### src/rtl/alu_sched.sv
// alu_sched: round-robin scheduler feeding one shared ALU; ALU_SCHED_STATS_EN enables the op_count counter.
module alu_sched #(
    parameter int NREQ    = 4,
    parameter int DW      = 8,
    parameter int ALU_LAT = 1
) (
    input  logic              clk,
    input  logic              rst,
    input  logic [NREQ-1:0]   req_valid,
    output logic [NREQ-1:0]   req_ready,
    input  logic [NREQ*2*DW-1:0] req_opnds,
    input  logic [NREQ*3-1:0] req_op,
    output logic [2*DW-1:0]   alu_operands,
    output logic [2:0]        alu_opcode,
    input  logic [DW-1:0]     alu_result,
    output logic              rsp_valid,
    input  logic              rsp_ready,
    output logic [DW-1:0]     rsp_data,
    output logic [2:0]        rsp_id,
    output logic              busy,
    output logic [15:0]       op_count
);
    localparam logic [1:0] IDLE = 2'd0;
    localparam logic [1:0] WAIT = 2'd1;
    localparam logic [1:0] RESP = 2'd2;

    logic [1:0] state;
    logic [2:0] rr_ptr;
    logic [2:0] cnt;
    logic [2:0] gidx;
    logic       found;
    logic       accept;
    logic       done;

    // first valid requester at or after rr_ptr, wrapping
    always_comb begin
        found = 1'b0;
        gidx  = '0;
        for (int k = 0; k < NREQ; k++)
            if (!found && req_valid[(int'(rr_ptr) + k) % NREQ]) begin
                found = 1'b1;
                gidx  = 3'((int'(rr_ptr) + k) % NREQ);
            end
    end

    assign accept    = state == IDLE && found;
    assign req_ready = accept ? NREQ'(1) << gidx : '0;
    assign rsp_valid = state == RESP;
    assign busy      = state != IDLE;
    assign done      = rsp_valid && rsp_ready;

    always_ff @(posedge clk or posedge rst)
        if (rst) begin
            state        <= IDLE;
            rr_ptr       <= '0;
            cnt          <= '0;
            alu_operands <= '0;
            alu_opcode   <= '0;
            rsp_data     <= '0;
            rsp_id       <= '0;
        end else if (accept) begin
            alu_operands <= req_opnds[int'(gidx)*2*DW +: 2*DW];
            alu_opcode   <= req_op[int'(gidx)*3 +: 3];
            rsp_id       <= gidx;
            cnt          <= 3'(ALU_LAT);
            state        <= WAIT;
        end else if (state == WAIT) begin
            cnt <= cnt - 3'd1;
            if (cnt == 3'd0) begin
                rsp_data <= alu_result;
                state    <= RESP;
            end
        end else if (done) begin
            rr_ptr <= rsp_id == 3'(NREQ - 1) ? 3'd0 : rsp_id + 3'd1;
            state  <= IDLE;
        end

`ifdef ALU_SCHED_STATS_EN
    always_ff @(posedge clk or posedge rst)
        if (rst)
            op_count <= '0;
        else if (done && op_count != 16'hFFFF)
            op_count <= op_count + 16'd1;
`else
    assign op_count = '0;
`endif
endmodule
### config.mk
export PLATFORM = sky130hd
export DESIGN_NAME = alu_sched
export DESIGN_NICKNAME = d
export VERILOG_FILES = /design/src/rtl/alu_sched.sv
export SDC_FILE = /design/constraint.sdc
export NUM_CORES = 1
export LEC_CHECK = 0
export ABC_AREA = 1
export CAP_MARGIN = 10
export CORE_MARGIN = 4
export CORE_UTILIZATION = 43
export DETAILED_ROUTE_END_ITERATION = 10
export HOLD_SLACK_MARGIN = 0.02
export PLACE_DENSITY = 0.93
export SLEW_MARGIN = 30
export SYNTH_ARGS = -nofsm -noshare
export SYNTH_HDL_FRONTEND = slang
export SYNTH_SLANG_ARGS = --single-unit
### constraint.sdc
create_clock -name clk -period 3.7 [get_ports clk]
set_input_delay 0.37 -clock clk [delete_from_list [all_inputs] [get_ports clk]]
set_output_delay 0.37 -clock clk [all_outputs]
set_load 0.02 [all_outputs]
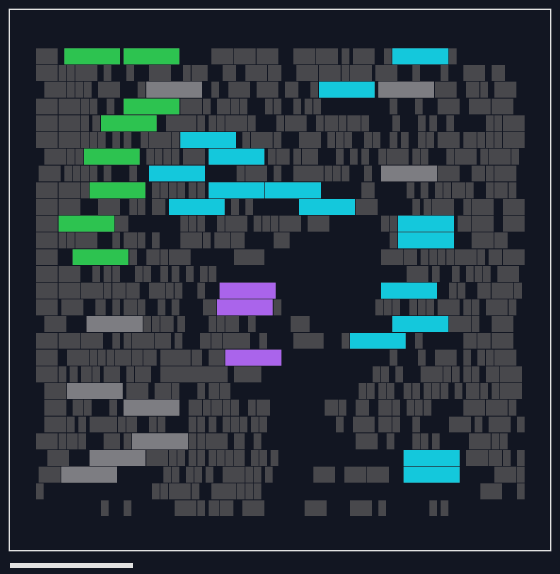
Run 1: sequential cells grouped by signal name
Bar = 20 µm. Other sequential cells in the stronger grey, the rest of the logic in the fainter grey.
Key: purple = `cnt` [sequential cells 3]; green = `rsp_data` [sequential cells 8]; cyan = `alu_operands` [sequential cells 16]
final design utilization: 0.6610
seq pwr: 393 µW

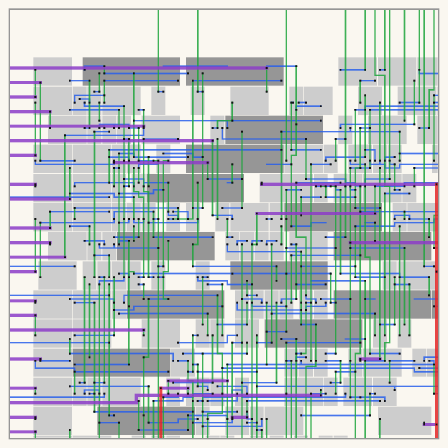
Run 1: a small window of the routed layout
Region (2, 46) to (42, 86) µm. Cells in grey, sequential cells in the stronger grey; small squares are vias.
Key: green = metal 2; blue = metal 1; purple = metal 3; red = metal 4
Sequential cells in the window: 14. Netlist names of flops here include `rsp_data` (8), `alu_operands` (5). Most frequent: nand2_1 (65), clkdlybuf4s50_1 (38), dfrtp_1 (14). 131 logic cells have their middle in the window.

==> impl_metrics.json, run 1 <==
{
  "status": "completed",
  "period_needed_ns": 3.347,
  "ant_nets": 0,
  "r2r-end": "alu_operands[9]",
  "dp_hpwl_mm": 6.505,
  "ys_sh_aoi": 0.02012,
  "ios": 143,
  "vias": 3181,
  "ys.warnings.count": 0,
  "worst_hold_path.num_cells": 2,
  "ff_type": "dfrtp_1",
  "cts.sink_count": 36,
  "cp-startpoint": "rr_ptr[0]",
  "gr-max-usage-layer": "met2",
  "place_congestion": 0.8639,
  "required_ns": 3.33,
  "ys_cells": 431,
  "wl_met2_mm": 4.246,
  "lay_top_count": "nand2_1",
  "synth_top_cell_by_count": "nand2_1",
  "buf_share": 0.3292,
  "p_seq_frac": 0.395,
  "largest_reg_flops": 16,
  "endpoint_kind": "output pin",
  "hold_viol_final": 0,
  "rsz0062_at_grt": "false",
  "largest_cell_class": "multi-input combinational cells",
  "yosys.area_share.adder": 0.01372,
  "timing.critical_path.mode_cell": "nand3_2",
  "slowest_stage": "clkdlybuf4s50_1",
  "die_h_um": 87.77,
  "rrSetupSlack_ns": 1.15,
  "postLayoutCellArea_um2": 4006,
  "top_cells_by_count": "259 x nand2_1, 39 x nand4_1, 36 x dfrtp_1",
  "clockBufferDepth": 2,
  "comb_power_share": 0.244,
  "die-area_um2": 7704,
  "top_cells_by_area": "nand2_1 36%, dfrtp_1 33%, nand4_1 8.9%, buf_4 5.2%, buf_6 4.1%",
  "m1WireLength_mm": 3.469,
  "async_flop_share": 1.000,
  "clk_pin_slew_ns": 0.08,
  "overflow": 0,
  "power_leader": "registers",
  "p_leak_nw": 2.111,
  "grt_pass1_vias": 3055,
  "cp_max_fo": 40,
  "grt_max_degree": 41,
  "setup_viol": 0,
  "yosysSeqAreaShare": 0.3292,
  "worstHoldEndpoint": "alu_operands[4]",
  "wl_mm": 8.857
}
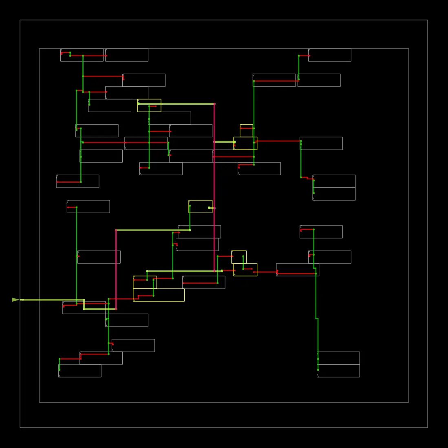
Run 1: clock nets
Worst Skew: 0.007816 ns
Clock Power: 360 µW
clkbuf count: 5
Num CTS Buffers: 5

==> inputs of run 2 (changes only) <==
--- a/config.mk
+++ b/config.mk
@@ -9,6 +9,7 @@
 export CAP_MARGIN = 10
 export CORE_MARGIN = 4
 export CORE_UTILIZATION = 43
+export CTS_CLUSTER_SIZE = 40
 export DETAILED_ROUTE_END_ITERATION = 10
 export HOLD_SLACK_MARGIN = 0.02
 export PLACE_DENSITY = 0.93
==> constraint.sdc (replaced) <==
create_clock -name clk -period 4.3 [get_ports clk]
set_input_delay 0.43 -clock clk [delete_from_list [all_inputs] [get_ports clk]]
set_output_delay 0.43 -clock clk [all_outputs]
set_load 0.02 [all_outputs]
==> impl_metrics.json, run 2 <==
{
  "power_uw": 809.0,
  "async_flop_share": 1.000,
  "skew_ns": 0.008400,
  "p_seq_frac": 0.418,
  "reg.largest.list": "alu_operands x16, rsp_data x8",
  "synth_top_cell_by_count": "nand2_1",
  "period_needed_ns": 3.803,
  "ys.warnings.count": 0,
  "power_leader": "registers",
  "die_x_um": 87.77,
  "ios": 143,
  "viasPerCell": 5.003,
  "grt_pass1_vias": 2994,
  "p_leak_nw": 2.102,
  "powerClk_uw": 263,
  "clk_latency_ns": 0.29,
  "hold_viol_final": 0,
  "hold_path.class": "reg -> reg",
  "wl_mm": 8.697,
  "required_ns": 3.87,
  "ys_types": 24,
  "cp_cell_sequence": "inv_2 -> nand2_1 -> nand3_1 -> nand2_1 -> inv_1 -> nand3_2 -> nand3_2 -> inv_1 -> nand2_1 -> nor2_1 -> clkdlybuf4s50_1",
  "buf_share": 0.3295,
  "top_cells_by_area": "nand2_1 36%, dfrtp_1 33%, nand4_1 8.9%, buf_4 5.2%, buf_6 4.1%",
  "top_area_frac": 0.3553,
  "startpoint_type": "register",
  "largest_reg_flops": 16,
  "grt_max_degree": 39,
  "lay_top_count": "nand2_1",
  "gr-max-usage-layer": "met2",
  "largest-register": "alu_operands",
  "worstHoldEndpoint": "alu_operands[3]",
  "n_clock_buffer": 7,
  "die_h_um": 87.77,
  "tightestPinTransition_ns": 0.5463,
  "die-area_um2": 7704,
  "ff_type": "dfrtp_1",
  "p_seq_uw": 338,
  "rrSetupSlack_ns": 1.42,
  "worst_hold_path.num_cells": 2,
  "ys_cells": 431,
  "layout-drive-gt1-share": 0.04404,
  "fp.coreArea_um2": 6061,
  "grt_util_met3": 0.07338,
  "dp_hpwl_mm": 6.547,
  "dpl-instance-area_um2": 3884,
  "rsz0062_at_grt": "false",
  "ant_nets": 0,
  "buffers": 133,
  "diodes": 0,
  "setup_viol": 0,
  "slowest_stage": "clkdlybuf4s50_1",
  "slew_headroom": 0.6354,
  "clk_pin_slew_ns": 0.07,
  "cts_buffers": 5,
  "cts_tree": "done",
  "wl_met3_um": 946,
  "largest_cell_class": "multi-input combinational cells",
  "status": "completed",
  "clockBufferDepth": 2,
  "wl_met2_mm": 4.139,
  "comb_power_share": 0.256,
  "cts.sink_count": 36,
  "ir_drop_mv": 0.1806,
  "place_congestion": 0.8733,
  "r2r_start": "rr_ptr[0]",
  "grt_pass1_wl_mm": 13.70,
  "m1WireLength_mm": 3.532,
  "utilization": 0.6567,
  "wl_per_cell_um": 14.03,
  "timing.critical_path.mode_cell": "nand2_1",
  "ys_sh_aoi": 0.02012,
  "largest_area_cell": "nand2_1",
  "ys_sh_mux": 0,
  "r2r-end": "cnt[0]",
  "yosysSeqAreaShare": 0.3292,
  "cp_max_fo": 25,
  "overflow": 0,
  "yosys.area_share.adder": 0.01372,
  "top_cells_by_count": "259 x nand2_1, 39 x nand4_1, 36 x dfrtp_1",
  "fp_util": 0.4515,
  "postLayoutCellArea_um2": 3980,
  "cp-startpoint": "rr_ptr[0]",
  "endpoint_kind": "output pin",
  "fp-row-count": 28,
  "vias": 3102,
  "dr.pass1.iters": 4
}
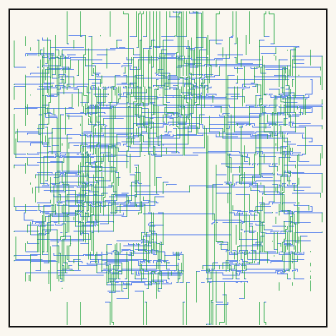
Run 2: metal layers overlaid
Only two layers are drawn.
Key: green = metal 2 [wire length 4140 µm]; blue = metal 1 [wire length 3530 µm]

==> inputs of run 3 (changes only) <==
--- a/config.mk
+++ b/config.mk
@@ -6,7 +6,7 @@
 export NUM_CORES = 1
 export LEC_CHECK = 0
 export ABC_AREA = 1
-export CAP_MARGIN = 10
+export CAP_MARGIN = 15
 export CORE_MARGIN = 4
 export CORE_UTILIZATION = 43
 export CTS_CLUSTER_SIZE = 40
==> impl_metrics.json, run 3 <==
{
  "wl_met3_um": 946,
  "power_leader": "registers",
  "dpl-instance-area_um2": 3884,
  "grt_util_met3": 0.07338,
  "place_congestion": 0.8733,
  "worst_hold_path.num_cells": 2,
  "comb_power_share": 0.256,
  "viasPerCell": 5.003,
  "startpoint_type": "register",
  "buf_share": 0.3295,
  "ys_types": 24,
  "fp_util": 0.4515,
  "timing.critical_path.mode_cell": "nand2_1",
  "postLayoutCellArea_um2": 3980,
  "yosys.area_share.adder": 0.01372,
  "required_ns": 3.87,
  "wl_met2_mm": 4.139,
  "largest-register": "alu_operands",
  "cp_cell_sequence": "inv_2 -> nand2_1 -> nand3_1 -> nand2_1 -> inv_1 -> nand3_2 -> nand3_2 -> inv_1 -> nand2_1 -> nor2_1 -> clkdlybuf4s50_1",
  "cp-startpoint": "rr_ptr[0]",
  "clockBufferDepth": 2,
  "clk_latency_ns": 0.29,
  "largest_area_cell": "nand2_1",
  "die_h_um": 87.77,
  "slew_headroom": 0.6354,
  "top_cells_by_count": "259 x nand2_1, 39 x nand4_1, 36 x dfrtp_1",
  "skew_ns": 0.008400,
  "power_uw": 809.0,
  "reg.largest.list": "alu_operands x16, rsp_data x8",
  "endpoint_kind": "output pin",
  "logic_area_um2": 1499,
  "ys_cells": 431,
  "cts_buffers": 5,
  "slowest_stage": "clkdlybuf4s50_1",
  "async_flop_share": 1.000,
  "cts_tree": "done",
  "sw_frac_of_total": 0.2742,
  "layout-drive-gt1-share": 0.04404,
  "clk_pin_slew_ns": 0.07,
  "lay_top_count": "nand2_1",
  "setup_viol": 0,
  "ys.warnings.count": 0,
  "cts.sink_count": 36,
  "worstHoldEndpoint": "alu_operands[3]",
  "die_x_um": 87.77,
  "ys_sh_mux": 0,
  "overflow": 0,
  "period_needed_ns": 3.803,
  "r2r_start": "rr_ptr[0]",
  "grt_max_degree": 39,
  "grt_pass1_wl_mm": 13.70,
  "hold_viol_final": 0,
  "tightestPinTransition_ns": 0.5463,
  "ys_sh_aoi": 0.02012,
  "ff_type": "dfrtp_1",
  "wl_per_cell_um": 14.03,
  "m1WireLength_mm": 3.532,
  "hold_path.class": "reg -> reg",
  "top_cells_by_area": "nand2_1 36%, dfrtp_1 33%, nand4_1 8.9%, buf_4 5.2%, buf_6 4.1%",
  "rrSetupSlack_ns": 1.42,
  "ios": 143,
  "ant_nets": 0,
  "p_seq_uw": 338,
  "gr-max-usage-layer": "met2",
  "die-area_um2": 7704,
  "cp_max_fo": 25,
  "largest_cell_class": "multi-input combinational cells",
  "utilization": 0.6567,
  "diodes": 0,
  "top_area_frac": 0.3553,
  "fp.coreArea_um2": 6061,
  "powerClk_uw": 263,
  "buffers": 133,
  "status": "completed",
  "ir_drop_mv": 0.1806,
  "n_clock_buffer": 7
}
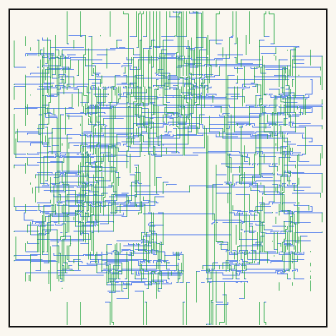
Run 3: metal layers overlaid
Only two layers are drawn.
wirelength, routed: 8.697 mm
GRT Overall Usage: 0.2214

Power is estimated from default activity; no workload was simulated.
